Fig. 1: run 1, met1 routing
Cells faint in the background.
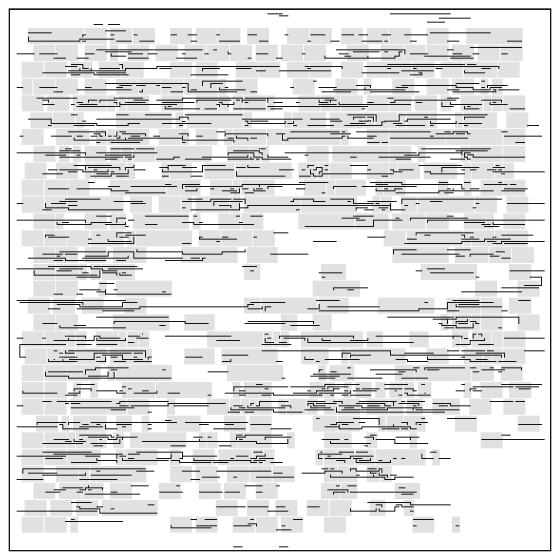
Fig. 2: run 1, the metal 2 layer
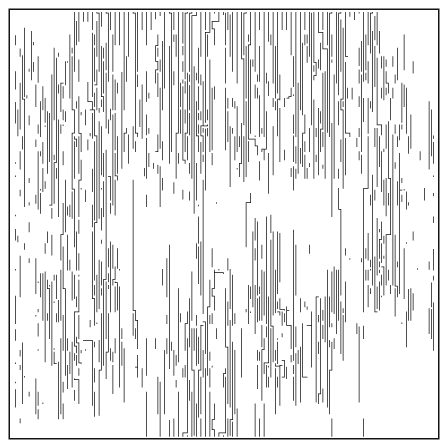
Fig. 3: run 1, metal 4
Cells faint in the background.
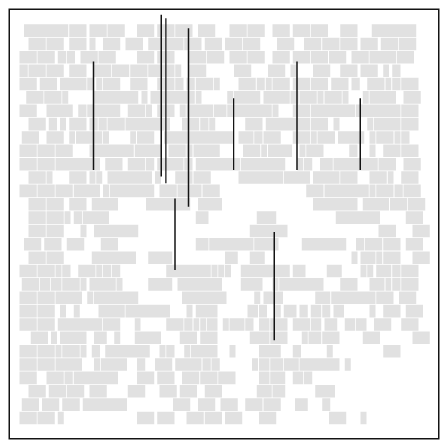
Fig. 4: run 1, routing congestion map
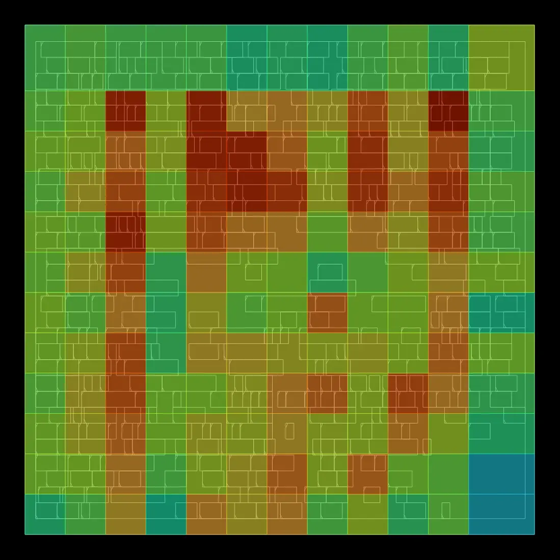
==> config.mk <==
export PLATFORM = sky130hd
export DESIGN_NAME = pe_inject_arbiter
export DESIGN_NICKNAME = d
export VERILOG_FILES = /design/src/rtl/pe_inject_arbiter.sv
export SDC_FILE = /design/constraint.sdc
export NUM_CORES = 1
export LEC_CHECK = 0
export CAP_MARGIN = 20
export CORE_MARGIN = 1.5
export CORE_UTILIZATION = 40
export CTS_CLUSTER_DIAMETER = 50
export DETAILED_ROUTE_END_ITERATION = 10
export PLACE_DENSITY = 0.95
export SLEW_MARGIN = 15
export SYNTH_ARGS = -nofsm -noshare
export SYNTH_HDL_FRONTEND = slang
export SYNTH_SLANG_ARGS = --single-unit
==> constraint.sdc <==
create_clock -name clk -period 6.4 [get_ports clk]
set_input_delay 1.28 -clock clk [delete_from_list [all_inputs] [get_ports clk]]
set_output_delay 1.28 -clock clk [all_outputs]
set_load 0.005 [all_outputs]
==> results.py <==
# Generated from Yosys and OpenROAD reports
metrics = {
    "final_layout": {
        "nClkBuffers": 7,
        "logic_area_um2": 1710,
        "buffers_excl_clock": 187,
        "nets": 607,
        "seqCellArea_um2": 926,
        "sh_comb_area_pct": 36.1,
        "inverters": 5,
        "syn2layout_area_growth_pct": 66.9,
        "final_area_um2": 4730,
        "largest_reg_flops": 34,
        "flops": 37,
        "antenna_cells": 0,
        "nFillCells": 534,
        "drive_above_1_share_pct": 12.3,
        "finalNonFillerCells": 560,
        "buffer_area_share_pct": 39.2,
        "seq_share_pct": 19.6,
        "clockNetworkAreaShare_pct": 2.22,
        "largest_cell_class": "buffers",
        "multi_input_comb_cells": 227,
    },
    "cts": {
        "cts_hold_buf": 0,
        "post_cts_resized": 0,
        "clock_latency_ps": 290,
        "cts_made_buffers": 5,
        "clockBufferDepth": 2,
        "htree_levels": 2,
        "cts_tree": "done",
        "root_buffer": "clkbuf_8",
        "postCtsSetupBuffers": 0,
        "clkSlewWorstSetupHoldPaths_ps": 70,
        "numClockSinks": 37,
    },
    "placed_design": {
        "dp_hpwl_um": 7400,
        "dpl_cell_area_um2": 4620,
        "place_ws_ps": 896,
        "portBuffers": 181,
        "placed_cells": 552,
        "place.gp.congestion": 0.823,
    },
    "setup_path": {
        "critPathMaxStageDelay_ps": 550,
        "crit_type": "in2out",
        "critPathLaunchType": "input port",
        "arrival_ps": 4240,
        "worst-path-buf-inv": 3,
        "worstRegToRegCells": 6,
        "crit_path_end_kind": "output port",
        "cp_common_cell": "clkdlybuf4s50_1",
        "required_ps": 5120,
        "r2r_slack_ps": 2790,
        "path_delay_family": "simple AND/OR/NAND/NOR gates",
        "critPathSlowestCell": "clkdlybuf4s50_1",
        "crit_chain": "clkdlybuf4s50_1 > nor3b_1 > a211oi_2 > nor4_2 > or3_1 > buf_4 > and3_1 > clkdlybuf4s50_1",
        "cp_num_cells": 8,
        "crit_fanout": 12,
    },
    "yosys": {
        "yosysCellCount": 299,
        "syn_area_um2": 2830,
        "ys_seq_elements": 37,
        "mux_share_pct": 15.1,
        "synth_top_flop_cell": "dfrtp_1",
        "simple_gate_area_share_pct": 15.7,
        "ys_async_sr_fraction_pct": 100,
        "post_synth_num_cell_types": 44,
        "yosys.area.top_type": "dfrtp_1",
        "synth.top_cell.area_share_pct": 32.7,
        "ys_sh_adder_pct": 0.442,
        "xor_share_pct": 0.309,
        "synth_seq_share_pct": 32.7,
        "synthTopCellsByArea": "dfrtp_1, a221oi_2, mux2i_1, a21oi_1, nor2_1",
        "ys_chip_area_um2": 2830,
        "floorplan.nets": 443,
        "yosysMostFrequentCell": "nor2_1",
        "ys_warn_count": 0,
        "aoi_share_pct": 28.1,
        "syn_area_per_cell_um2": 9.47,
        "edf_count": 0,
        "top_cells_by_count": "nor2_1, dfrtp_1, mux2i_1, nand2_1, a21oi_1",
        "synthCells": 299,
        "top_logic_kind": "AND-OR/OR-AND gates",
    },
    "floorplanning": {
        "die-area_um2": 7600,
        "die_h_um": 87.2,
        "rows": 30,
        "ioPinCount": 183,
        "die_w_um": 87.2,
        "fp_util_pct": 41.5,
        "n_tap_cell": 96,
        "fp.coreArea_um2": 6830,
    },
    "final_timing": {
        "drv_slew": 0,
        "whs_ps": 588,
        "fin_ws_ps": 884,
        "fmax_mhz": 181,
        "fin_worst_skew_ps": 13.6,
        "rsz0062_at_grt": "no",
        "relSlewSlack_pct": 30.1,
        "final-hold-violation-count": 0,
        "fin_crit_ps": 5520,
        "period_used_pct": 86.2,
        "setup-tns-final_ps": 0,
        "worst_slew_pin_slew_ps": 1050,
        "setup_viol": 0,
    },
    "power_and_ir_drop": {
        "leakagePower_nw": 1.86,
        "p_switching_mw": 0.951,
        "top_power_group": "combinational cells",
        "netSwitchingFraction_pct": 43.9,
        "total_power_mw": 2.17,
        "power_density_nw_per_um2": 458,
        "pg_comb_mw": 1.51,
        "p_int_mw": 1.22,
        "vdd.ir_drop.worst_v": 0.000270,
        "power_frac_seq_pct": 21.8,
        "powerSeq_mw": 0.472,
        "pwr-share-clk_pct": 8.6,
        "combPwrFrac_pct": 69.6,
        "p_clk_mw": 0.187,
    },
    "grt": {
        "antenna_found_initial": 0,
        "grt_start_max_net_pins": 46,
        "grt_use_total_pct": 24.6,
        "grt_remaining_overflow": 0,
        "grt_pass1_wl_um": 14500,
        "grt_pass1_vias": 3019,
    },
    "drt": {
        "ant_nets": 0,
        "route.detailed.wl_per_inst_um": 17.1,
        "drc": 0,
        "drtIter0Drc": 145,
        "first_pass_iters": 4,
        "viasPerCell": 5.47,
    },
    "hold_path": {
        "min_path_type": "reg2reg",
        "whs_path_depth": 2,
    },
    "status": {
        "status": "finished clean",
    },
    "job": {
        "tool_warnings": 26,
        "maxCapViolations": 0,
    },
}
Back to the opening pictures, Fig. 1:
wire length on this layer: 3690 µm
nets with wire on the layer: 520
longest straight run: 23.0 µm
main direction: horizontal
M1 GR Usage: 28.7%
Via Count: 3064
Routed WL: 9570 µm

Back to the opening pictures, Fig. 2:
share of all routed wire: 52%
wire length on this layer: 4980 µm
main direction: vertical
longest straight run: 33.1 µm
GR Util met2: 44.3%

Back to the opening pictures, Fig. 3:
wire length on this layer: 210 µm
nets with wire on the layer: 9
longest straight run: 36.0 µm
main direction: vertical
share of all routed wire: 2.2%

Back to the opening pictures, Fig. 4:
fin util: 69.2%
met3 Usage GRT: 4.55%

## run 1: cells in the final DEF, fill, tap and decap left out, types with 3 or more instances in the layout
cell             synthesis  routed
nor2_1                  39      39
and3_1                   3       3
clkbuf_8                 0       7
inv_1                    3       3
a21oi_1                 35      35
a221oi_2                30      30
nand2_1                 37      37
a221oi_1                 5       5
mux2i_1                 37      37
clkdlybuf4s50_1          0     180
mux2_2                   3       3
o21ai_0                  3       3
dfrtp_1                 37      37
buf_4                    4       6
## run 1: routing by layer
layer | vias up | wire length, µm | global-route usage [%]
li1 | 1433 | - | -
met1 | 1452 | 3690 | 28.7
met2 | 161 | 4980 | 44.3
met3 | 18 | 694 | 4.55
met4 | 0 | 210 | 9.81
met5 | - | 0 | 0
Power is estimated from default activity; no workload was simulated.
